Figure 1. Register map, names as in the netlist (run 1).
Drawn at 4 px/um.
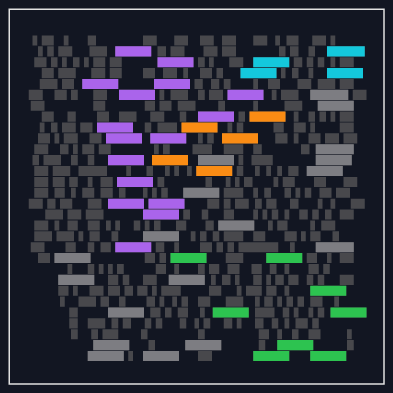
Figure 2. Routed metal per tile (run 1).
Drawn at 4 px/um. 19 x 19 tiles, from black (low) to pale yellow (high), scaled to the fullest tile. Values are wire area over tile area, all layers added.
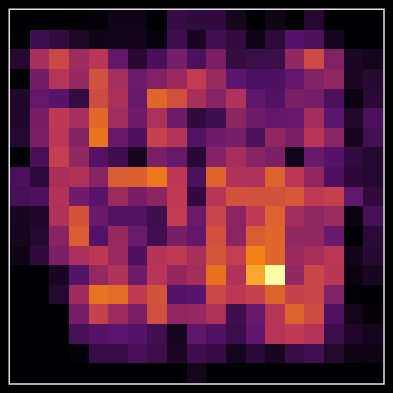
Figure 3. Clock wiring as the flow saved it (run 1).
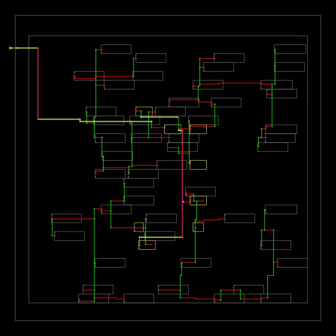
**config.mk**
```make
export PLATFORM = sky130hd
export DESIGN_NAME = game_flow_manager
export DESIGN_NICKNAME = d
export VERILOG_FILES = /design/src/rtl/game_pkg.sv /design/src/rtl/bcd_score_adder.sv /design/src/rtl/game_flow_manager.sv
export SDC_FILE = /design/constraint.sdc
export NUM_CORES = 1
export LEC_CHECK = 0
export CELL_PAD_IN_SITES_DETAIL_PLACEMENT = 1
export CELL_PAD_IN_SITES_GLOBAL_PLACEMENT = 1
export CORE_MARGIN = 4
export CORE_UTILIZATION = 45
export DETAILED_ROUTE_END_ITERATION = 7
export PLACE_DENSITY_LB_ADDON = 0.1
export RECOVER_POWER = 25
export SYNTH_ARGS = -nofsm -noshare
export SYNTH_HDL_FRONTEND = slang
export SYNTH_SLANG_ARGS = --single-unit
```
**constraint.sdc**
```tcl
create_clock -name clk -period 17.4 [get_ports clk]
set_input_delay 4.35 -clock clk [delete_from_list [all_inputs] [get_ports clk]]
set_output_delay 4.35 -clock clk [all_outputs]
set_load 0.02 [all_outputs]
```
**src/rtl/game_pkg.sv**
```systemverilog
// rtl/game_pkg.sv - shared game-flow types: state encoding, BCD score type, event flag indices
package game_pkg;
    localparam int STATE_W = 3;

    typedef enum logic [STATE_W-1:0] {
        IDLE        = 3'd0,
        PLAYING     = 3'd1,
        HIT_FREEZE  = 3'd2,
        LEVEL_CLEAR = 3'd3,
        GAME_OVER   = 3'd4
    } state_t;

    typedef logic [15:0] bcd16_t;

    localparam bcd16_t BCD_MAX = 16'h9999;

    // Bit positions inside the per-frame sticky event vector
    localparam int EV_ROCKETS = 0;
    localparam int EV_ALIEN   = 1;
    localparam int EV_BODY    = 2;
    localparam int EV_SHOT    = 3;
    localparam int EV_BORDER  = 4;
    localparam int EV_W       = 5;
endpackage

```
**src/rtl/bcd_score_adder.sv**
```systemverilog
// rtl/bcd_score_adder.sv - combinational 4-digit BCD adder, saturating at 9999
module bcd_score_adder
    import game_pkg::*;
(
    input  bcd16_t a,
    input  bcd16_t b,
    output bcd16_t sum
);
    logic [4:0] digitSum;
    logic       carry;
    bcd16_t     rawSum;

    always_comb begin
        digitSum = '0;
        carry    = 1'b0;
        rawSum   = '0;
        for (int i = 0; i < 4; i++) begin
            digitSum = {1'b0, a[4*i +: 4]} + {1'b0, b[4*i +: 4]} + {4'd0, carry};
            if (digitSum > 5'd9) begin
                digitSum = digitSum + 5'd6;
                carry    = 1'b1;
            end else begin
                carry    = 1'b0;
            end
            rawSum[4*i +: 4] = digitSum[3:0];
        end
        sum = carry ? BCD_MAX : rawSum;
    end
endmodule

```
**src/rtl/game_flow_manager.sv**
```systemverilog
// rtl/game_flow_manager.sv - frame-resolved game FSM: score, lives, level, freeze and respawn pulses
module game_flow_manager
    import game_pkg::*;
#(
    parameter int     START_LIVES       = 3,
    parameter int     NUM_ALIENS        = 32,
    parameter bcd16_t ALIEN_POINTS      = 16'h0010,
    parameter bcd16_t ROCKET_POINTS     = 16'h0005,
    parameter int     HIT_FREEZE_FRAMES = 60,
    parameter int     CLEAR_FRAMES      = 90
) (
    input  logic               clk,
    input  logic               resetN,
    input  logic               startOfFrame,
    input  logic               startKey,
    input  logic               alienHitPulse,
    input  logic               playerHitByAlienPulse,
    input  logic               playerHitByRocketPulse,
    input  logic               rocketsCollisionPulse,
    input  logic               aliensReachedBorder,
    output logic [STATE_W-1:0] gameState,
    output logic [15:0]        scoreBCD,
    output logic [2:0]         lives,
    output logic [3:0]         level,
    output logic               freeze,
    output logic               clearPlayerRocket,
    output logic               clearAlienRocket,
    output logic               levelStartPulse
);
    state_t          state;
    logic [EV_W-1:0] flags;
    logic [EV_W-1:0] evPulses;
    logic [7:0]      kills;
    logic [7:0]      killsNext;
    logic [7:0]      frameCnt;
    bcd16_t          rocketInc;
    bcd16_t          alienInc;
    bcd16_t          pointsInc;
    bcd16_t          scoreSum;
    logic            fatalHit;

    assign gameState = state;

    assign evPulses = {aliensReachedBorder, playerHitByRocketPulse, playerHitByAlienPulse,
                       alienHitPulse, rocketsCollisionPulse};

    // Both frame credits are summed first so one registered add covers the whole frame
    assign rocketInc = flags[EV_ROCKETS] ? ROCKET_POINTS : '0;
    assign alienInc  = flags[EV_ALIEN]   ? ALIEN_POINTS  : '0;

    bcd_score_adder incAdder (
        .a   (rocketInc),
        .b   (alienInc),
        .sum (pointsInc)
    );

    bcd_score_adder scoreAdder (
        .a   (scoreBCD),
        .b   (pointsInc),
        .sum (scoreSum)
    );

    assign killsNext = kills + {7'd0, flags[EV_ALIEN]};
    assign fatalHit  = flags[EV_BORDER] | flags[EV_BODY];

    always_ff @(posedge clk or negedge resetN) begin
        if (!resetN) begin
            state             <= IDLE;
            scoreBCD          <= '0;
            lives             <= 3'(START_LIVES);
            level             <= 4'd1;
            freeze            <= 1'b1;
            clearPlayerRocket <= 1'b0;
            clearAlienRocket  <= 1'b0;
            levelStartPulse   <= 1'b0;
            flags             <= '0;
            kills             <= '0;
            frameCnt          <= '0;
        end else begin
            clearPlayerRocket <= 1'b0;
            clearAlienRocket  <= 1'b0;
            levelStartPulse   <= 1'b0;

            // A pulse on the frame boundary itself belongs to the frame that starts here
            if (startOfFrame) flags <= evPulses;
            else              flags <= flags | evPulses;

            case (state)
                IDLE: begin
                    if (startKey) begin
                        state           <= PLAYING;
                        freeze          <= 1'b0;
                        scoreBCD        <= '0;
                        lives           <= 3'(START_LIVES);
                        level           <= 4'd1;
                        kills           <= '0;
                        flags           <= '0;
                        levelStartPulse <= 1'b1;
                    end
                end
                PLAYING: begin
                    if (startOfFrame) begin
                        scoreBCD          <= scoreSum;
                        kills             <= killsNext;
                        clearPlayerRocket <= flags[EV_ROCKETS] | flags[EV_ALIEN];
                        clearAlienRocket  <= flags[EV_ROCKETS] | (flags[EV_SHOT] & ~fatalHit);
                        if (fatalHit) begin
                            lives  <= 3'd0;
                            state  <= GAME_OVER;
                            freeze <= 1'b1;
                        end else if (flags[EV_SHOT]) begin
                            freeze <= 1'b1;
                            if (lives == 3'd1) begin
                                lives <= 3'd0;
                                state <= GAME_OVER;
                            end else begin
                                lives    <= lives - 3'd1;
                                state    <= HIT_FREEZE;
                                frameCnt <= 8'(HIT_FREEZE_FRAMES);
                            end
                        end else if (killsNext == 8'(NUM_ALIENS)) begin
                            state    <= LEVEL_CLEAR;
                            freeze   <= 1'b1;
                            frameCnt <= 8'(CLEAR_FRAMES);
                        end
                    end
                end
                HIT_FREEZE, LEVEL_CLEAR: begin
                    if (startOfFrame) begin
                        if (frameCnt == 8'd1) begin
                            state  <= PLAYING;
                            freeze <= 1'b0;
                            if (state == LEVEL_CLEAR) begin
                                kills           <= '0;
                                level           <= (level == 4'd15) ? 4'd1 : level + 4'd1;
                                levelStartPulse <= 1'b1;
                            end
                        end else begin
                            frameCnt <= frameCnt - 8'd1;
                        end
                    end
                end
                GAME_OVER: begin
                    if (startKey) state <= IDLE;
                end
                default: begin
                    state  <= IDLE;
                    freeze <= 1'b1;
                end
            endcase
        end
    end
endmodule

```
==> reports/metrics.json, run 1 <==
{
  "outcome": {
    "run_status": "finished with violations",
    "violations": "max-capacitance violations, max-slew violations"
  },
  "yosys": {
    "synth-async-reset-ratio_pct": 100.0,
    "synth.top_cell.area_share_pct": 35.92,
    "synth_sequential_area_ratio_pct": 39.13,
    "synth_flop_count": 51,
    "yosysWarnings": 0,
    "ys_area_mm2": 0.003274,
    "edf_count": 0,
    "synth_area_mm2": 0.003274
  },
  "timing": {
    "finalWorstPathRequiredPeriod_ps": 6761,
    "unrepaired_setup_endpoints_after_global_routing": "no",
    "slew_violations": 52
  },
  "run": {
    "cap_violations": 1,
    "tool_warnings": 31
  },
  "pwr": {
    "power_density_mw_per_mm2": 152.7,
    "finalPower_mw": 0.5829,
    "leakage_nw": 1.638
  },
  "floorplanning": {
    "floorplan.io_pins": 39,
    "num_rows": 30,
    "fp_util_pct": 47.15
  },
  "worst_setup_path": {
    "largest_stage_delay_worst_path_ps": 680,
    "crit_fanout": 11,
    "capturing_element_type_of_the_critical_path": "flop"
  },
  "final_layout": {
    "layout.nets": 428,
    "lay_top_count": "sky130_fd_sc_hd__dfrtp_1"
  },
  "clock_network": {
    "cts-hold-fix-buffers": 0,
    "cts.htree.levels": 2,
    "clock-root-buffer": "sky130_fd_sc_hd__clkbuf_8",
    "post-cts-setup-buffer-count": 0
  },
  "route": {
    "post_drt_wl_per_cell_um": 17.80,
    "met3_wirelength_um": 235,
    "met2RoutedLength_mm": 4.208,
    "vias": 2969,
    "dr.first_iter.drc_count": 111
  },
  "placement": {
    "dp.final_hpwl_mm": 6.521,
    "port_buffers": 38
  },
  "global_route": {
    "overflow": 0,
    "grt_start_max_net_pins": 52,
    "groute.usage.overall_pct": 20.77
  }
}
About Figure 1:
- level: cyan (placed flops 4; where upper right)
- frameCnt: green (placed flops 8)
- scoreBCD: purple (placed flops 16)
- flags: orange (placed flops 5)
- not colored: 18

About Figure 2:
- emptiest ninth of the die: lower left
- nearly empty tiles: 14%
- densest ninth of the die: center

About Figure 3:
flip-flops: 51
clock buffers: 6
number of sinks on the clock net: 51
Fin Clk Skew: 6.710 ps
Late-Pin Clk Latency: 310 ps

run 1: cell families after synthesis:
kind of cell,Yosys count,synth area share [%]
fa+ha+maj,20,7.872
flops,51,39.13
compound gates,116,24.38
xor+xnor,12,3.210
mux,6,1.872
simple gates,126,19.18
buf+inv,37,4.356
run 1: cells in the mapped netlist, drive strengths merged, types with 7 or more instances:
library cell,number
nand2,32
dfrtp,47
or3,7
nor2,33
o31ai,7
a31oi,7
a21oi,26
nor3,13
ha,19
nand3,13
a22o,9
clkbuf,13
o21ai,29
inv,21
xnor2,10
run 1: metrics by stage:
stage                     area, um^2  setup WS (ps)  hold WS, ps  cells
after CTS                       3820          10630        522.0    496
after global routing            3816          10130        548.2    496
after floorplan                 3274          11620        455.1    368
after global placement          3721          10750        468.4    488
after detailed placement        3721          10660        500.3    488
final                           3816          10640        520.9    496
run 1: path summary, 6_finish.rpt:
| check | cells past startpoint | endpoint | slack, ps | from |
|---|---|---|---|---|
| min in group asynchronous | 2 | frameCnt[5]$_DFFE_PN0P_ | 5010 | resetN |
| max | 24 | scoreBCD[14]$_DFFE_PN0P_ | 10640 | flags[0]$_DFF_PN0_ |
| max in group asynchronous | 2 | clearPlayerRocket$_DFF_PN0_ | 10810 | resetN |
| min | 1 | level[3]$_DFFE_PN0P_ | 520 | level[3]$_DFFE_PN0P_ |
| min reg2reg | 1 | level[3]$_DFFE_PN0P_ | 520 | level[3]$_DFFE_PN0P_ |
| max reg2reg | 24 | scoreBCD[14]$_DFFE_PN0P_ | 10640 | flags[0]$_DFF_PN0_ |
run 1: cell type report:
type	count	area, um^2	share of cell area, %
inverters	21	78.83	2.066
clock inverters	2	16.27	0.4262
well taps	96	120.1	3.148
repair buffers	40	386.6	10.13
clock buffers	6	82.58	2.164
multi-input cells	280	1851	48.49
flip-flops and latches	51	1281	33.57
run 1: power breakdown:
| part | switching, mW | internal, mW |
|---|---|---|
| Combinational | 0.178 | 0.127 |
| Clock | 0.0418 | 0.0326 |
| Sequential | 0.0494 | 0.155 |
| Total | 0.269 | 0.314 |
run 1: routing by layer:
| layer | global-route usage, % | vias to the layer above |
|---|---|---|
| met5 | 0 | - |
| met4 | 5.250 | 0 |
| met3 | 2.896 | 7 |
| met2 | 34.07 | 52 |
| met1 | 28.83 | 1508 |
| li1 | - | 1402 |
run 1: sequential cells by signal, indices dropped and copies added, names as in the netlist:
register           count
frameCnt               8
flags                  5
scoreBCD              16
clearAlienRocket       1
freeze                 1
lives                  3
levelStartPulse        1
clearPlayerRocket      1
kills                  8
gameState              3
level                  4
==> run 2: changes to the inputs <==
CORE_UTILIZATION = 39   (was 45)
clock period = 6.08 ns   (was 17.4 ns; I/O delays follow)
Figure 4. Cell sizes after repair (run 2).
Drawn at 4 px/um.
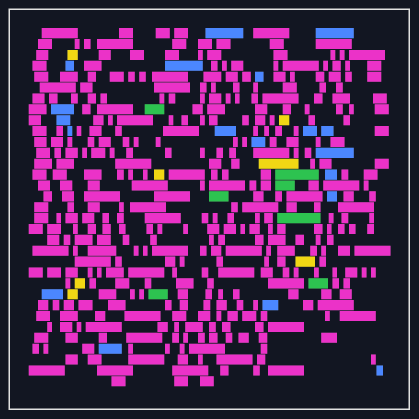
- drive 6 and up: green (cells 7; share 1.7%; most used clkbuf_8)
- drive 2: blue (cells 19; share 4.7%; most used dfstp_2)
- drive 1 or less: magenta (cells 371; share 92%; most used dfrtp_1)
- drive 3 to 4: yellow (cells 7; share 1.7%; most used buf_4)

==> reports/metrics.json, run 2 <==
{
  "outcome": {
    "run_status": "finished with violations",
    "violations": "max-capacitance violations, max-slew violations"
  },
  "run": {
    "cap_violations": {"value": 1, "change": "unchanged"},
    "tool_warnings": {"value": 31, "change": "unchanged"}
  },
  "timing": {
    "slew_violations": {"value": 52, "change": "unchanged"},
    "finalWorstPathRequiredPeriod": {"value": 5723, "unit": "ps", "change": "-1038 ps"}
  },
  "clock_network": {
    "clk_latency": {"value": 320, "unit": "ps", "change": "about the same"},
    "clock-sinks": {"value": 51, "change": "unchanged"},
    "cts-hold-fix-buffers": {"value": 0, "change": "unchanged"}
  },
  "pwr": {
    "power_density": {"value": 453.3, "unit": "mW/mm^2", "change": "+200%"},
    "finalPower": {"value": 1.774, "unit": "mW", "change": "+200%"},
    "leakage": {"value": 1.670, "unit": "nW", "change": "+1.9%"}
  },
  "worst_setup_path": {
    "largest_stage_delay_worst_path": {"value": 440, "unit": "ps", "change": "-240 ps"},
    "worstReg2RegStart": "flags[0]$_DFF_PN0_",
    "setup.reg_to_reg.worst_slack": {"value": 360, "unit": "ps", "change": "-10280 ps"},
    "crit_fanout": {"value": 10, "change": "-1"},
    "rr_worst_depth": {"value": 24, "change": "unchanged"}
  },
  "yosys": {
    "edf_count": {"value": 0, "change": "unchanged"},
    "synth_dominant_cell_count": "sky130_fd_sc_hd__dfrtp_1",
    "ys_area": {"value": 0.003274, "unit": "mm^2", "change": "unchanged"},
    "synth_sequential_area_ratio": {"value": 39.13, "unit": "%", "change": "unchanged"},
    "yosysWarnings": {"value": 0, "change": "unchanged"},
    "top_cells_by_count": "sky130_fd_sc_hd__dfrtp_1, sky130_fd_sc_hd__nor2_1, sky130_fd_sc_hd__nand2_1, sky130_fd_sc_hd__o21ai_0, sky130_fd_sc_hd__a21oi_1"
  },
  "final_layout": {
    "multi_input_gate_area": {"value": 0.001872, "unit": "mm^2", "change": "+1.1%"},
    "register_with_the_most_flip_flops": "scoreBCD",
    "lay_top_count": "sky130_fd_sc_hd__dfrtp_1",
    "layout.cell_area.non_filler": {"value": 0.003913, "unit": "mm^2", "change": "+2.5%"},
    "layout.nets": {"value": 432, "change": "+0.93%"}
  },
  "route": {
    "met3_wirelength": {"value": 274, "unit": "um", "change": "+17%"},
    "vias": {"value": 2940, "change": "-0.98%"},
    "post_drt_wl_per_cell": {"value": 18.11, "unit": "um", "change": "+1.8%"},
    "met2RoutedLength": {"value": 4.540, "unit": "mm", "change": "+7.9%"},
    "dr.first_iter.drc_count": {"value": 101, "change": "-9.0%"}
  },
  "placement": {
    "dpl-instance-area": {"value": 0.003755, "unit": "mm^2", "change": "+0.91%"},
    "port_buffers": {"value": 38, "change": "unchanged"},
    "dp.final_hpwl": {"value": 6.569, "unit": "mm", "change": "+0.74%"}
  },
  "global_route": {
    "groute.usage.overall": {"value": 19.81, "unit": "%", "change": "-0.96 points"},
    "grt_start_max_net_pins": {"value": 52, "change": "unchanged"}
  },
  "floorplanning": {
    "fp_util": {"value": 40.05, "unit": "%", "change": "-7.1 points"},
    "num_rows": {"value": 33, "change": "+10%"}
  },
  "hold_path": {
    "hold_path.startpoint": "kills[0]$_DFFE_PN0P_"
  }
}
run 2: how the worst max path moves through the flow:
| stage | slack [ps] | startpoint | depth (start not counted) | end |
|---|---|---|---|---|
| 2_1_floorplan | 490 | scoreBCD[0]$_DFFE_PN0P_ | 23 | scoreBCD[14]$_DFFE_PN0P_ |
| 3_3_place_gp | 360 | flags[0]$_DFF_PN0_ | 24 | scoreBCD[6]$_DFFE_PN0P_ |
| 3_5_place_dp | 0.9 | flags[0]$_DFF_PN0_ | 24 | scoreBCD[6]$_DFFE_PN0P_ |
| 4_1_cts | 130 | flags[0]$_DFF_PN0_ | 25 | scoreBCD[6]$_DFFE_PN0P_ |
| 5_1_grt | -7 | flags[0]$_DFF_PN0_ | 24 | scoreBCD[6]$_DFFE_PN0P_ |
| 6_report | 360 | flags[0]$_DFF_PN0_ | 24 | scoreBCD[6]$_DFFE_PN0P_ |
run 2: kinds of logic (layout without fill, tap and decap cells):
kind of cell	after synthesis	count (layout)	share of synthesized area, %
buf+inv	37	73	4.356
compound gates	116	116	24.38
flops	51	51	39.13
mux	6	6	1.872
simple gates	126	126	19.18
xor+xnor	12	12	3.210
fa+ha+maj	20	20	7.872
run 2: layout make-up:
type,instances,area share [%]
clock buffer,6,1.855
clock inverter,2,1.535
inverter,21,2.015
multi-input combinational,280,47.84
sequential,51,32.75
tap,105,3.358
timing repair buffer,44,10.65
run 2: metal layers:
| layer | vias up | track usage [%] |
|---|---|---|
| met5 | - | 0 |
| met4 | 0 | 4.832 |
| met3 | 10 | 4.208 |
| met2 | 39 | 33.16 |
| met1 | 1474 | 26.17 |
| li1 | 1417 | - |
run 2: per-stage QoR:
step | hold slack, ps | util [%] | TNS [ps] | cells | setup WS (ps)
3_5_place_dp | 482.8 | 45.93 | 0 | 500 | 0.9299
5_1_grt | 527.0 | 47.86 | -6.856 | 509 | -6.856
6_report | 499.9 | 47.86 | 0 | 509 | 356.5
2_1_floorplan | 455.1 | - | 0 | 368 | 487.2
4_1_cts | 505.7 | 47.58 | 0 | 508 | 129.9
3_3_place_gp | 472.9 | 45.93 | 0 | 500 | 361.5
run 2: where the power goes:
group / internal [mW] / total (mW) / switching (mW) / leakage, nW
sequential: 0.443 / 0.574 / 0.130 / 0.655
combinational: 0.383 / 0.911 / 0.528 / 0.950
clock: 0.165 / 0.289 / 0.124 / 0.0654
run 2: what timing repair did:
item                       CTS  global route
setup buffers                0             1
resized                      1             6
setup endpoints to repair    8            15
pin swaps                    0             1
Power figures rest on the tool's default switching activity, not on a simulated workload.
